Fig. 1: run 1, signal wires on met1
Scale: 4 px per um.
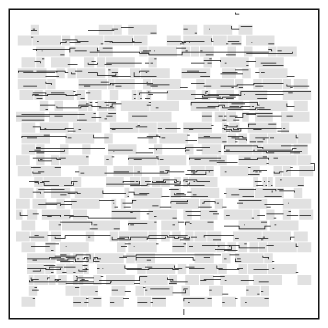
Fig. 2: run 1, met2 routing
Scale: 6 px per um.
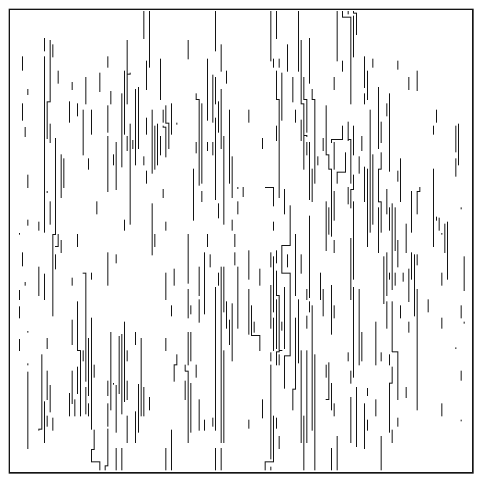
Fig. 3: run 1, met3 routing
Scale: 4 px per um.
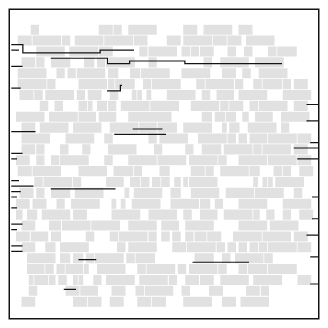
===== config.mk =====
export PLATFORM = sky130hd
export DESIGN_NAME = bpa_pipelined_adder
export DESIGN_NICKNAME = d
export VERILOG_FILES = /design/src/rtl/bpa_pipelined_adder.sv
export SDC_FILE = /design/constraint.sdc
export NUM_CORES = 1
export LEC_CHECK = 0
export CORE_UTILIZATION = 55
export DETAILED_ROUTE_END_ITERATION = 8
export PLACE_DENSITY_LB_ADDON = 0.3
export SLEW_MARGIN = 20
export SYNTH_ARGS = -nofsm -noshare
export SYNTH_HDL_FRONTEND = slang
export SYNTH_SLANG_ARGS = --single-unit

===== constraint.sdc =====
create_clock -name clk -period 3.9 [get_ports clk]
set_input_delay 0.39 -clock clk [delete_from_list [all_inputs] [get_ports clk]]
set_output_delay 0.39 -clock clk [all_outputs]
set_load 0.01 [all_outputs]

===== src/rtl/bpa_pipelined_adder.sv =====
// Block-pipelined ripple adder: one M-bit block per stage, K = N/M stages.
// Define BPA_CIN_EN to add a stage-0 carry-in port Cin.
module bpa_pipelined_adder #(
  parameter int N = 16,
  parameter int M = 4
) (
  input  logic         clk,
  input  logic         rst_n,
`ifdef BPA_CIN_EN
  input  logic         Cin,
`endif
  input  logic [N-1:0] A,
  input  logic [N-1:0] B,
  output logic [N-1:0] Sum,
  output logic         Cout
);

  localparam int K = N / M;

  generate
    if (M < 1 || M > N || (N % M) != 0) begin : g_bad
      $fatal(1, "bpa_pipelined_adder: N must be a multiple of M");
    end
  endgenerate

  logic cin0;

`ifdef BPA_CIN_EN
  assign cin0 = Cin;
`else
  assign cin0 = 1'b0;
`endif

  for (genvar k = 0; k < K; k++) begin : g_blk
    logic [M-1:0] a_in;
    logic [M-1:0] b_in;
    logic         c_in;
    logic [M:0]   tot;
    logic [M-1:0] s_q;
    logic         c_q;

    if (k == 0) begin : g_in
      assign a_in = A[M-1:0];
      assign b_in = B[M-1:0];
      assign c_in = cin0;
    end else begin : g_sk
      // Block k waits k edges so it meets the carry of its own pair
      logic [M-1:0] a_d [k];
      logic [M-1:0] b_d [k];

      always_ff @(posedge clk) begin
        if (!rst_n) begin
          for (int i = 0; i < k; i++) begin
            a_d[i] <= '0;
            b_d[i] <= '0;
          end
        end else begin
          a_d[0] <= A[k*M +: M];
          b_d[0] <= B[k*M +: M];
          for (int i = 1; i < k; i++) begin
            a_d[i] <= a_d[i-1];
            b_d[i] <= b_d[i-1];
          end
        end
      end

      assign a_in = a_d[k-1];
      assign b_in = b_d[k-1];
      assign c_in = g_blk[k-1].c_q;
    end

    assign tot = {1'b0, a_in} + {1'b0, b_in}
               + {{M{1'b0}}, c_in};

    always_ff @(posedge clk) begin
      if (!rst_n) begin
        s_q <= '0;
        c_q <= 1'b0;
      end else begin
        s_q <= tot[M-1:0];
        c_q <= tot[M];
      end
    end

    if (k == K - 1) begin : g_top
      assign Sum[k*M +: M] = s_q;
    end else begin : g_dsk
      // Lower blocks finish early; hold them until the top block lands
      localparam int D = K - 1 - k;
      logic [M-1:0] d_q [D];

      always_ff @(posedge clk) begin
        if (!rst_n) begin
          for (int i = 0; i < D; i++) d_q[i] <= '0;
        end else begin
          d_q[0] <= s_q;
          for (int i = 1; i < D; i++) d_q[i] <= d_q[i-1];
        end
      end

      assign Sum[k*M +: M] = d_q[D-1];
    end
  end

  assign Cout = g_blk[K-1].c_q;

endmodule


==> impl_metrics.yaml, run 1 <==
# yosys + openroad results
run_status:
  status: "complete, no violations"
critical_path:
  worst-path-buf-inv: 1
  crit_chain: "clkdlybuf4s50_1"
  r2r_slack_ns: 2.36
  cp-startpoint: "g_blk[0].g_dsk.d_q[0][8]$_SDFF_PN0_"
  start_kind: "flip-flop"
  cp_data_required_time_ns: 3.51
  cp.depth: 1
  crit_family: "buffers and inverters"
  cpMaxStageDelayCell: "clkdlybuf4s50_1"
grt:
  grt.busiest_layer: "met2"
  grt_overflow: 0
  antenna_found_initial: 0
  grt_max_degree: 97
  grt_pass1_vias: 1668
  grt_pass1_wl_um: 7330
  grt_util_met2: 0.283
sta:
  rsz0062_at_grt: "no"
  slew_headroom: 0.572
  worst_slack_ns: 2.30
  slew_viol_final: 0
  hold_viol: 0
synthesis:
  synth_nets: 316
  synth-compound-area-share: 0.0356
  syn_area_um2: 3090
  topCellsByArea: "dfxtp_1 60%, and2_1 15%, ha_1 5.3%"
  synth-adder-area-share: 0.0979
  yosys.area.top_type: "dfxtp_1"
route:
  dr.pass1.iters: 4
  ant_nets: 0
  route.met3.wl_um: 215
  drc: 0
final_layout:
  logic_area_um2: 1070
  drive_gt1_frac: 0.0579
  reg_top3: "g_blk.g_dsk.d_q: 24 flops, g_blk.g_sk.a_d: 24 flops, g_blk.g_sk.b_d: 24 flops"
  instances_no_fill: 381
  largest_class: "sequential cells"
  final_util: 0.714
  mostFrequentLayoutCell: "dfxtp_1"
  area.growth.synth_to_final_pct: 21.6
clocking:
  clock_latency_ns: 0.36
  postCtsHoldBufs: 0
  cts_buffers: 9
  post_cts_buffers: 0
  root_buffer: "clkbuf_8"
  clk_pin_slew_ns: 0.08
  cts_tree: "built"
min_path:
  hp-class: "flip-flop to flip-flop"
  min_from: "g_blk[3].g_sk.a_d[0][2]$_SDFF_PN0_"
placed_design:
  placed_area_um2: 3550
  port_buffers: 50
  routabilityCongestion: 0.733
  pre_cts_slack_ns: 1.98
die:
  chip_area_um2: 5930
  die_h_um: 77.0
  ios: 51
power_and_ir_drop:
  powerSeq_mw: 0.997
  pwr-share-comb: 0.070
  pg_clk_mw: 0.646
  power.clock.fraction: 0.366
run:
  tool_warnings: 26
Back to the opening pictures, Fig. 1:
- wire length on this layer: 1,700 um
- share of all routed wire: 42%
- nets with wire on the layer: 325
met1 Resource Use GR: 0.173
Routed WL: 4080 um
Vias: 1,703

Back to the opening pictures, Fig. 2:
- nets with wire on the layer: 300
- longest straight run: 29.2 um
- share of all routed wire: 52%
- wire length on this layer: 2,110 um
- main direction: vertical

Back to the opening pictures, Fig. 3:
- main direction: horizontal
- share of all routed wire: 5.3%

Fig. 4: run 1, track usage over the die
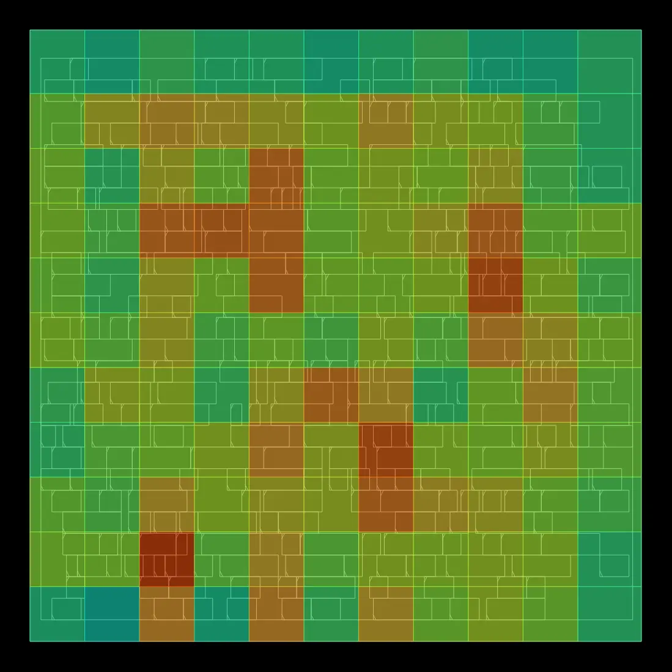

## Run 2: what changed since run 1
--- a/config.mk
+++ b/config.mk
@@ -5,7 +5,7 @@
 export SDC_FILE = /design/constraint.sdc
 export NUM_CORES = 1
 export LEC_CHECK = 0
-export CORE_UTILIZATION = 55
+export CORE_UTILIZATION = 52
 export DETAILED_ROUTE_END_ITERATION = 8
 export PLACE_DENSITY_LB_ADDON = 0.3
 export SLEW_MARGIN = 20
==> constraint.sdc (replaced) <==
create_clock -name clk -period 1.6 [get_ports clk]
set_input_delay 0.16 -clock clk [delete_from_list [all_inputs] [get_ports clk]]
set_output_delay 0.16 -clock clk [all_outputs]
set_load 0.01 [all_outputs]
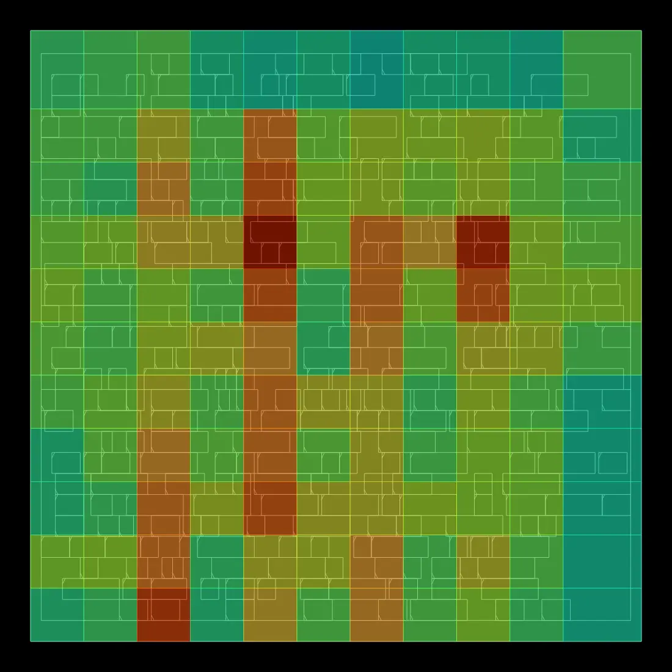
Fig. 5. Track usage over the die (run 2).
DR WL/cell: 10.9 um
GR Util met2: 0.267
GRT Max-Usage Layer: met2
met3 GRT Util: 0.0632
GRT Overall Usage: 0.152

==> run 2 against run 1 <==
Sequential power is 140% higher. Setup slack worse by 2.2 ns. Combinational power rose to 2.5 times the previous value. Total power grew 140%. First-iteration DRC count fell by 43%. Critical path type is now flip-flop to flip-flop. Wire length increased by 2.7%. Area after synthesis is the same. Global-route usage down 1.4 points. Non-clock buffer count up 1. Critical path depth increased by 5.
==> impl_metrics.yaml, run 2 <==
# yosys + openroad results
critical_path:
  cp-startpoint: "g_blk[1].c_q$_SDFF_PN0_"
  cp.depth: 6
  cpMaxStageDelayCell: "fa_1"
  worst-path-buf-inv: 1
  crit_family: "adder cells"
  path_max_fanout: 2
  start_kind: "flip-flop"
  endpoint_kind: "flip-flop"
  critPathCapture: "g_blk[2].c_q$_SDFF_PN0_"
  cp_data_required_time_ns: 1.85
  max_stage_delay_ns: 0.43
  crit_chain: "fa_1 > inv_1 > fa_1 > nor2b_1 > o21a_1 > o21a_1"
  r2r_start: "g_blk[1].c_q$_SDFF_PN0_"
  r2r_slack_ns: 0.08
  cp.arrival_ns: 1.77
placed_design:
  placed_area_um2: 3570
  dp_hpwl_um: 2910
  pre_cts_slack_ns: -0.112
  port_buffers: 50
  routabilityCongestion: 0.745
die:
  die_h_um: 79.1
  ios: 51
  chip_area_um2: 6260
route:
  ant_nets: 0
  vias: 1730
  route.met3.wl_um: 195
  dr.pass1.iters: 4
  viasPerCell: 4.51
  drc: 0
  wl_um: 4180
min_path:
  hp-class: "input port to flip-flop"
  hold_end: "g_blk[1].c_q$_SDFF_PN0_"
  min_from: "rst_n"
synthesis:
  synth_flops: 92
  syn-instance-count: 262
  syn_area_um2: 3090
  mux_share: 0.0129
  topCellsByArea: "dfxtp_1 60%, and2_1 15%, ha_1 5.3%"
  synth-adder-area-share: 0.0979
  synth-compound-area-share: 0.0356
  synth_top_area_share: 0.595
  yosys.area.top_type: "dfxtp_1"
  synth_nets: 316
  edf_count: 0
  most_common_cell: "dfxtp_1"
power_and_ir_drop:
  powerSeq_mw: 2.43
  p_int_mw: 3.34
  maxPowerGroup: "registers"
  ir_drop_uv: 762
  pwr-share-comb: 0.072
  pg_clk_mw: 1.57
  power.clock.fraction: 0.365
final_layout:
  seq_area_um2: 1840
  final_util: 0.675
  nonClockInverterCount: 12
  non_clock_buffer_count: 52
  largest_class: "sequential cells"
  drive_gt1_frac: 0.0641
  logic_area_um2: 1080
  reg_top3: "g_blk.g_dsk.d_q: 24 flops, g_blk.g_sk.a_d: 24 flops, g_blk.g_sk.b_d: 24 flops"
  area.growth.synth_to_final_pct: 22.3
  mostFrequentLayoutCell: "dfxtp_1"
  fin_area_um2: 3780
  instances_no_fill: 384
run:
  tool_warnings: 26
clocking:
  clock_latency_ns: 0.36
  cts_buffers: 9
  cts_tree: "built"
  clk_path_buf_depth: 2
  postCtsHoldBufs: 0
  cts.sinks: 92
  post_cts_buffers: 0
  clk_pin_slew_ns: 0.08
  root_buffer: "clkbuf_8"
sta:
  slew_headroom: 0.792
  hold_viol: 0
  worst_slack_ns: 0.0831
  slew_viol_final: 0
  clock_skew_ns: 0.00929
  rsz0062_at_grt: "no"
grt:
  grt_overflow: 0
  grt_pass1_vias: 1684
  antenna_found_initial: 0
  grt_max_degree: 52
  grt_pass1_wl_um: 6890
  grtUsageMet1: 0.148
run_status:
  status: "complete, no violations"
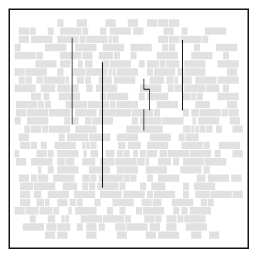
Fig. 6. Signal wires on met4 (run 2).
Scale: 3 px per um.
- nets with wire on the layer: 3
- wire length on this layer: 112 um

Power is estimated from default activity; no workload was simulated.
